`src/rtl/sram_arb_pkg.sv`:
```
// Shared types and constants for the SQI SRAM access arbiter.
// SRAM_ARB_FAIRNESS_EN enables the CPU anti-starvation counter.
package sram_arb_pkg;

  typedef enum logic [2:0] {
    S_IDLE,
    S_CMD,
    S_ADDR,
    S_DUMMY,
    S_DATA,
    S_GAP
  } state_e;

  localparam logic [7:0] OP_WRITE = 8'h02;
  localparam logic [7:0] OP_READ  = 8'h03;

  localparam logic [2:0] N_CMD      = 3'd2;
  localparam logic [2:0] N_ADDR     = 3'd6;
  localparam logic [2:0] N_DUMMY    = 3'd2;
  localparam logic [2:0] N_AUD_DATA = 3'd4;
  localparam logic [2:0] N_CPU_DATA = 3'd2;

  // Outgoing frame: opcode, 24-bit byte address, MSB-aligned data.
  function automatic logic [47:0] build_frame(
    input logic        we,
    input logic [23:0] addr,
    input logic [15:0] data
  );
    return {(we ? OP_WRITE : OP_READ), addr, data};
  endfunction

endpackage

```
`src/rtl/sram_sqi_shifter.sv`:
```
// SQI nibble engine: two-cycle nibble phase, frame shifter,
// per-segment nibble counter and receive shift register.
module sram_sqi_shifter
  import sram_arb_pkg::*;
(
  input  logic        clk,
  input  logic        reset_n,
  input  logic        load,
  input  logic        run,
  input  logic [47:0] frame,
  input  logic [2:0]  seg_len,
  input  logic [3:0]  sio_in,
  output logic        phase,
  output logic        seg_done,
  output logic [3:0]  nib,
  output logic [15:0] rx_next
);

  logic        phase_q, phase_d;
  logic [2:0]  cnt_q, cnt_d;
  logic [47:0] sr_q, sr_d;
  logic [15:0] rx_q, rx_d;

  assign phase = phase_q;
  assign nib   = sr_q[47:44];

  always_comb begin
    phase_d  = phase_q;
    cnt_d    = cnt_q;
    sr_d     = sr_q;
    rx_d     = rx_q;
    rx_next  = {rx_q[11:0], sio_in};
    seg_done = run & phase_q &
               (cnt_q == seg_len - 3'd1);
    if (load) begin
      sr_d    = frame;
      phase_d = 1'b0;
      cnt_d   = '0;
    end else if (run) begin
      phase_d = ~phase_q;
      // phase1 ends the nibble: sample, shift, count
      if (phase_q) begin
        sr_d  = {sr_q[43:0], 4'h0};
        rx_d  = rx_next;
        cnt_d = seg_done ? 3'd0 : cnt_q + 3'd1;
      end
    end else begin
      phase_d = 1'b0;
      cnt_d   = '0;
    end
  end

  always_ff @(posedge clk or negedge reset_n) begin
    if (!reset_n) begin
      phase_q <= 1'b0;
      cnt_q   <= '0;
      sr_q    <= '0;
      rx_q    <= '0;
    end else begin
      phase_q <= phase_d;
      cnt_q   <= cnt_d;
      sr_q    <= sr_d;
      rx_q    <= rx_d;
    end
  end

endmodule

```
`src/rtl/sram_access_arbiter.sv`:
```
// Audio/CPU arbiter in front of a quad-SPI SRAM.
// Define SRAM_ARB_FAIRNESS_EN for bounded CPU starvation.
module sram_access_arbiter
  import sram_arb_pkg::*;
#(
  parameter int STARVE_LIMIT   = 4,
  parameter int CS_IDLE_CYCLES = 2
) (
  input  logic        clk,
  input  logic        reset_n,
  input  logic        aud_req,
  input  logic        aud_we,
  input  logic [16:0] aud_addr,
  input  logic [15:0] aud_wdata,
  output logic        aud_ack,
  output logic [15:0] aud_rdata,
  output logic        aud_rvalid,
  input  logic        cpu_req,
  input  logic        cpu_we,
  input  logic [16:0] cpu_addr,
  input  logic [7:0]  cpu_wdata,
  output logic        cpu_ack,
  output logic [7:0]  cpu_rdata,
  output logic        cpu_rvalid,
  output logic        sram_spi_cs,
  output logic        sram_spi_clk,
  output logic [3:0]  sio_out,
  output logic        sio_oe,
  input  logic [3:0]  sio_in,
  output logic        busy
);

  localparam int GW = $clog2(CS_IDLE_CYCLES + 1);

  state_e      state_q, state_d;
  logic        aud_q, aud_d;
  logic        we_q, we_d;
  logic [GW-1:0] gap_q, gap_d;
  logic        aud_rv_q, aud_rv_d;
  logic        cpu_rv_q, cpu_rv_d;
  logic [15:0] aud_rd_q, aud_rd_d;
  logic [7:0]  cpu_rd_q, cpu_rd_d;

  logic        idle, run, cpu_win;
  logic        gnt_aud, gnt_cpu, load;
  logic        f_we;
  logic [23:0] f_addr;
  logic [15:0] f_data;
  logic [47:0] frame;
  logic [2:0]  seg_len;
  logic        phase, seg_done;
  logic [3:0]  nib;
  logic [15:0] rx_next;

  assign idle = (state_q == S_IDLE);
  assign run  = (state_q == S_CMD)  |
                (state_q == S_ADDR) |
                (state_q == S_DUMMY) |
                (state_q == S_DATA);

`ifdef SRAM_ARB_FAIRNESS_EN
  localparam int FW = $clog2(STARVE_LIMIT + 1);
  logic [FW-1:0] fair_q, fair_d;

  assign cpu_win = cpu_req &
    (~aud_req | (fair_q == FW'(STARVE_LIMIT)));

  always_comb begin
    fair_d = fair_q;
    if (!cpu_req || gnt_cpu)
      fair_d = '0;
    else if (gnt_aud)
      fair_d = fair_q + 1'b1;
  end

  always_ff @(posedge clk or negedge reset_n) begin
    if (!reset_n) fair_q <= '0;
    else          fair_q <= fair_d;
  end
`else
  assign cpu_win = cpu_req & ~aud_req;
`endif

  assign gnt_cpu = idle & cpu_win;
  assign gnt_aud = idle & aud_req & ~cpu_win;
  assign load    = gnt_aud | gnt_cpu;

  // ack is combinational in IDLE; masked so reset shows no grant
  assign aud_ack = reset_n & gnt_aud;
  assign cpu_ack = reset_n & gnt_cpu;

  assign f_we   = gnt_aud ? aud_we : cpu_we;
  assign f_addr = gnt_aud ? {6'd0, aud_addr, 1'b0}
                          : {7'd0, cpu_addr};
  assign f_data = gnt_aud ? aud_wdata
                          : {cpu_wdata, 8'h00};
  assign frame  = build_frame(f_we, f_addr, f_data);

  always_comb begin
    unique case (state_q)
      S_ADDR:  seg_len = N_ADDR;
      S_DUMMY: seg_len = N_DUMMY;
      S_DATA:  seg_len = aud_q ? N_AUD_DATA
                               : N_CPU_DATA;
      default: seg_len = N_CMD;
    endcase
  end

  sram_sqi_shifter u_shifter (
    .clk      (clk),
    .reset_n  (reset_n),
    .load     (load),
    .run      (run),
    .frame    (frame),
    .seg_len  (seg_len),
    .sio_in   (sio_in),
    .phase    (phase),
    .seg_done (seg_done),
    .nib      (nib),
    .rx_next  (rx_next)
  );

  always_comb begin
    state_d  = state_q;
    aud_d    = aud_q;
    we_d     = we_q;
    gap_d    = gap_q;
    aud_rv_d = 1'b0;
    cpu_rv_d = 1'b0;
    aud_rd_d = aud_rd_q;
    cpu_rd_d = cpu_rd_q;
    unique case (state_q)
      S_IDLE: if (load) begin
        state_d = S_CMD;
        aud_d   = gnt_aud;
        we_d    = f_we;
      end
      S_CMD: if (seg_done) state_d = S_ADDR;
      S_ADDR: if (seg_done)
        state_d = we_q ? S_DATA : S_DUMMY;
      S_DUMMY: if (seg_done) state_d = S_DATA;
      S_DATA: if (seg_done) begin
        state_d = S_GAP;
        gap_d   = '0;
        if (!we_q && aud_q) begin
          aud_rv_d = 1'b1;
          aud_rd_d = rx_next;
        end else if (!we_q) begin
          cpu_rv_d = 1'b1;
          cpu_rd_d = rx_next[7:0];
        end
      end
      S_GAP: begin
        if (gap_q == GW'(CS_IDLE_CYCLES - 1))
          state_d = S_IDLE;
        else
          gap_d = gap_q + 1'b1;
      end
      default: state_d = S_IDLE;
    endcase
  end

  always_ff @(posedge clk or negedge reset_n) begin
    if (!reset_n) begin
      state_q  <= S_IDLE;
      aud_q    <= 1'b0;
      we_q     <= 1'b0;
      gap_q    <= '0;
      aud_rv_q <= 1'b0;
      cpu_rv_q <= 1'b0;
      aud_rd_q <= '0;
      cpu_rd_q <= '0;
    end else begin
      state_q  <= state_d;
      aud_q    <= aud_d;
      we_q     <= we_d;
      gap_q    <= gap_d;
      aud_rv_q <= aud_rv_d;
      cpu_rv_q <= cpu_rv_d;
      aud_rd_q <= aud_rd_d;
      cpu_rd_q <= cpu_rd_d;
    end
  end

  assign busy         = ~idle;
  assign sram_spi_cs  = ~run;
  assign sram_spi_clk = phase;
  assign sio_out      = run ? nib : 4'h0;
  assign sio_oe       = (state_q == S_CMD)  |
                        (state_q == S_ADDR) |
                        ((state_q == S_DATA) & we_q);
  assign aud_rvalid   = aud_rv_q;
  assign aud_rdata    = aud_rd_q;
  assign cpu_rvalid   = cpu_rv_q;
  assign cpu_rdata    = cpu_rd_q;

endmodule

```
`config.mk`:
```
export PLATFORM = sky130hd
export DESIGN_NAME = sram_access_arbiter
export DESIGN_NICKNAME = d
export VERILOG_FILES = /design/src/rtl/sram_arb_pkg.sv /design/src/rtl/sram_sqi_shifter.sv /design/src/rtl/sram_access_arbiter.sv
export SDC_FILE = /design/constraint.sdc
export NUM_CORES = 1
export LEC_CHECK = 0
export CELL_PAD_IN_SITES_DETAIL_PLACEMENT = 2
export CELL_PAD_IN_SITES_GLOBAL_PLACEMENT = 2
export CORE_ASPECT_RATIO = 1.75
export CORE_MARGIN = 1
export CORE_UTILIZATION = 31
export CTS_CLUSTER_SIZE = 30
export DETAILED_ROUTE_END_ITERATION = 7
export PLACE_DENSITY = 0.8
export SYNTH_ARGS = -nofsm -noshare
export SYNTH_HDL_FRONTEND = slang
export SYNTH_SLANG_ARGS = --single-unit
```
`constraint.sdc`:
```
create_clock -name clk -period 2.5 [get_ports clk]
set_input_delay 0.5 -clock clk [delete_from_list [all_inputs] [get_ports clk]]
set_output_delay 0.5 -clock clk [all_outputs]
set_load 0.1 [all_outputs]
```
==> changes_impl.md <==
### Metrics

* Clock share of power at 18.6%
* OpenROAD warning count at 27
* Total Power at roughly 8 mW
* RSZ-0062 raised after global routing: false
* Most flops, register: u_shifter.sr_q
* Post-Route WL at 13.5 mm
* Complex Gates by Area at 12.0%
* DPL Wire Length at 9.88 mm
* Fin area at 5990 um2
* Finished Core Util at between 40% and 50%
* TritonCTS buffer count at 9
* Fin Setup TNS at 0 ns
* Met2 Use GR at 37.0%
* Outcome: finished, final reports clean
* Area Overhead vs Synth at 36.9%
* Share of layout cells above drive strength 1 at 20.1%
* Leading area contributor after synthesis: dfrtp_1
* Final min period at 2.36 ns
* Post-Syn Nets at about 500
* Final Setup Violations at 0
* DR iter-0 viols at 132
* Critical path's top delay family: simple AND/OR/NAND/NOR gates
* Sequential share of the synthesized area at a little under three fifths
* Combinational share of cell area at 30.9%
* Non-clk bufs at 118
* Clock root buffer: clkbuf_16
* LEAKAGE at 2.87 nW
* Placed Area at 5670 um2
* Final std cells w/o fill at 715
* ClkCell Share at 5.16%
* Setup CP Type: reg2out
* Yosys stat area at between 4000 and 5000 um2
* CP required at 2.00 ns
* Post-synthesis simple-gate area fraction at 21.9%
* Final hold viol count at 0
* Mapped Area at 4380 um2
* DRT met1 WL at between 5 and 6 mm
* Critical path depth in cells at 4
* Critical path peak fanout at 11
* Gate Area at 1850 um2
* R2r setup slk at 0.33 ns
* Period utilization at a little over nine tenths
* Slew headroom at 49.2%
* FFs & Latches at 97
* Least-Margin Pin Slew at 0.760 ns
* Critical path buffers and inverters at 1
**Routing congestion map**

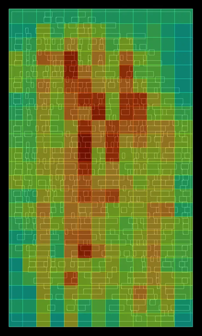
layer with the highest usage: met2
Avg WL per Cell: 18.9 um
met1 usage: 22.2%

**Placed cells, one colour a class**

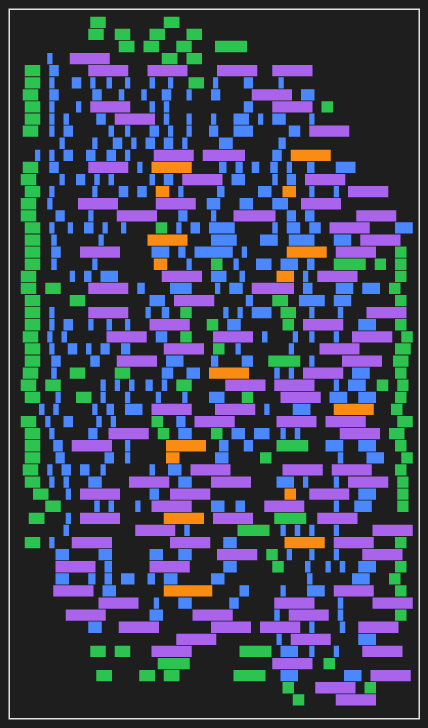
class	colour	cells
other buffers and delay cells	green	118
clock drivers and dummy loads	orange	16
flip-flops	purple	97
all other logic	blue	307

**Cell density map**

Bar = 20 um. 9 x 16 tiles, from dark blue (low) to red (high), 0 to 100% covered.
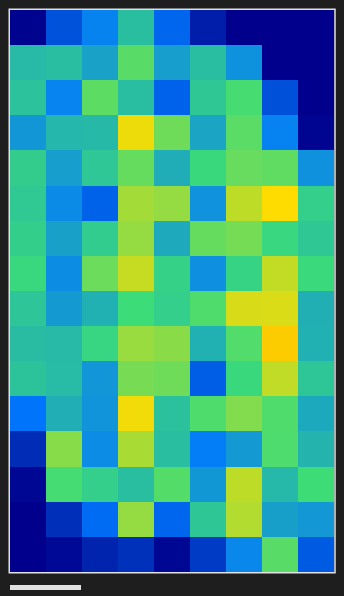
densest ninth of the die	east
mean over tiles	40%
tiles over 75% full	0.70%
nearly empty tiles	9.0%

No activity file was given, so power comes from the tool's default toggle rates.
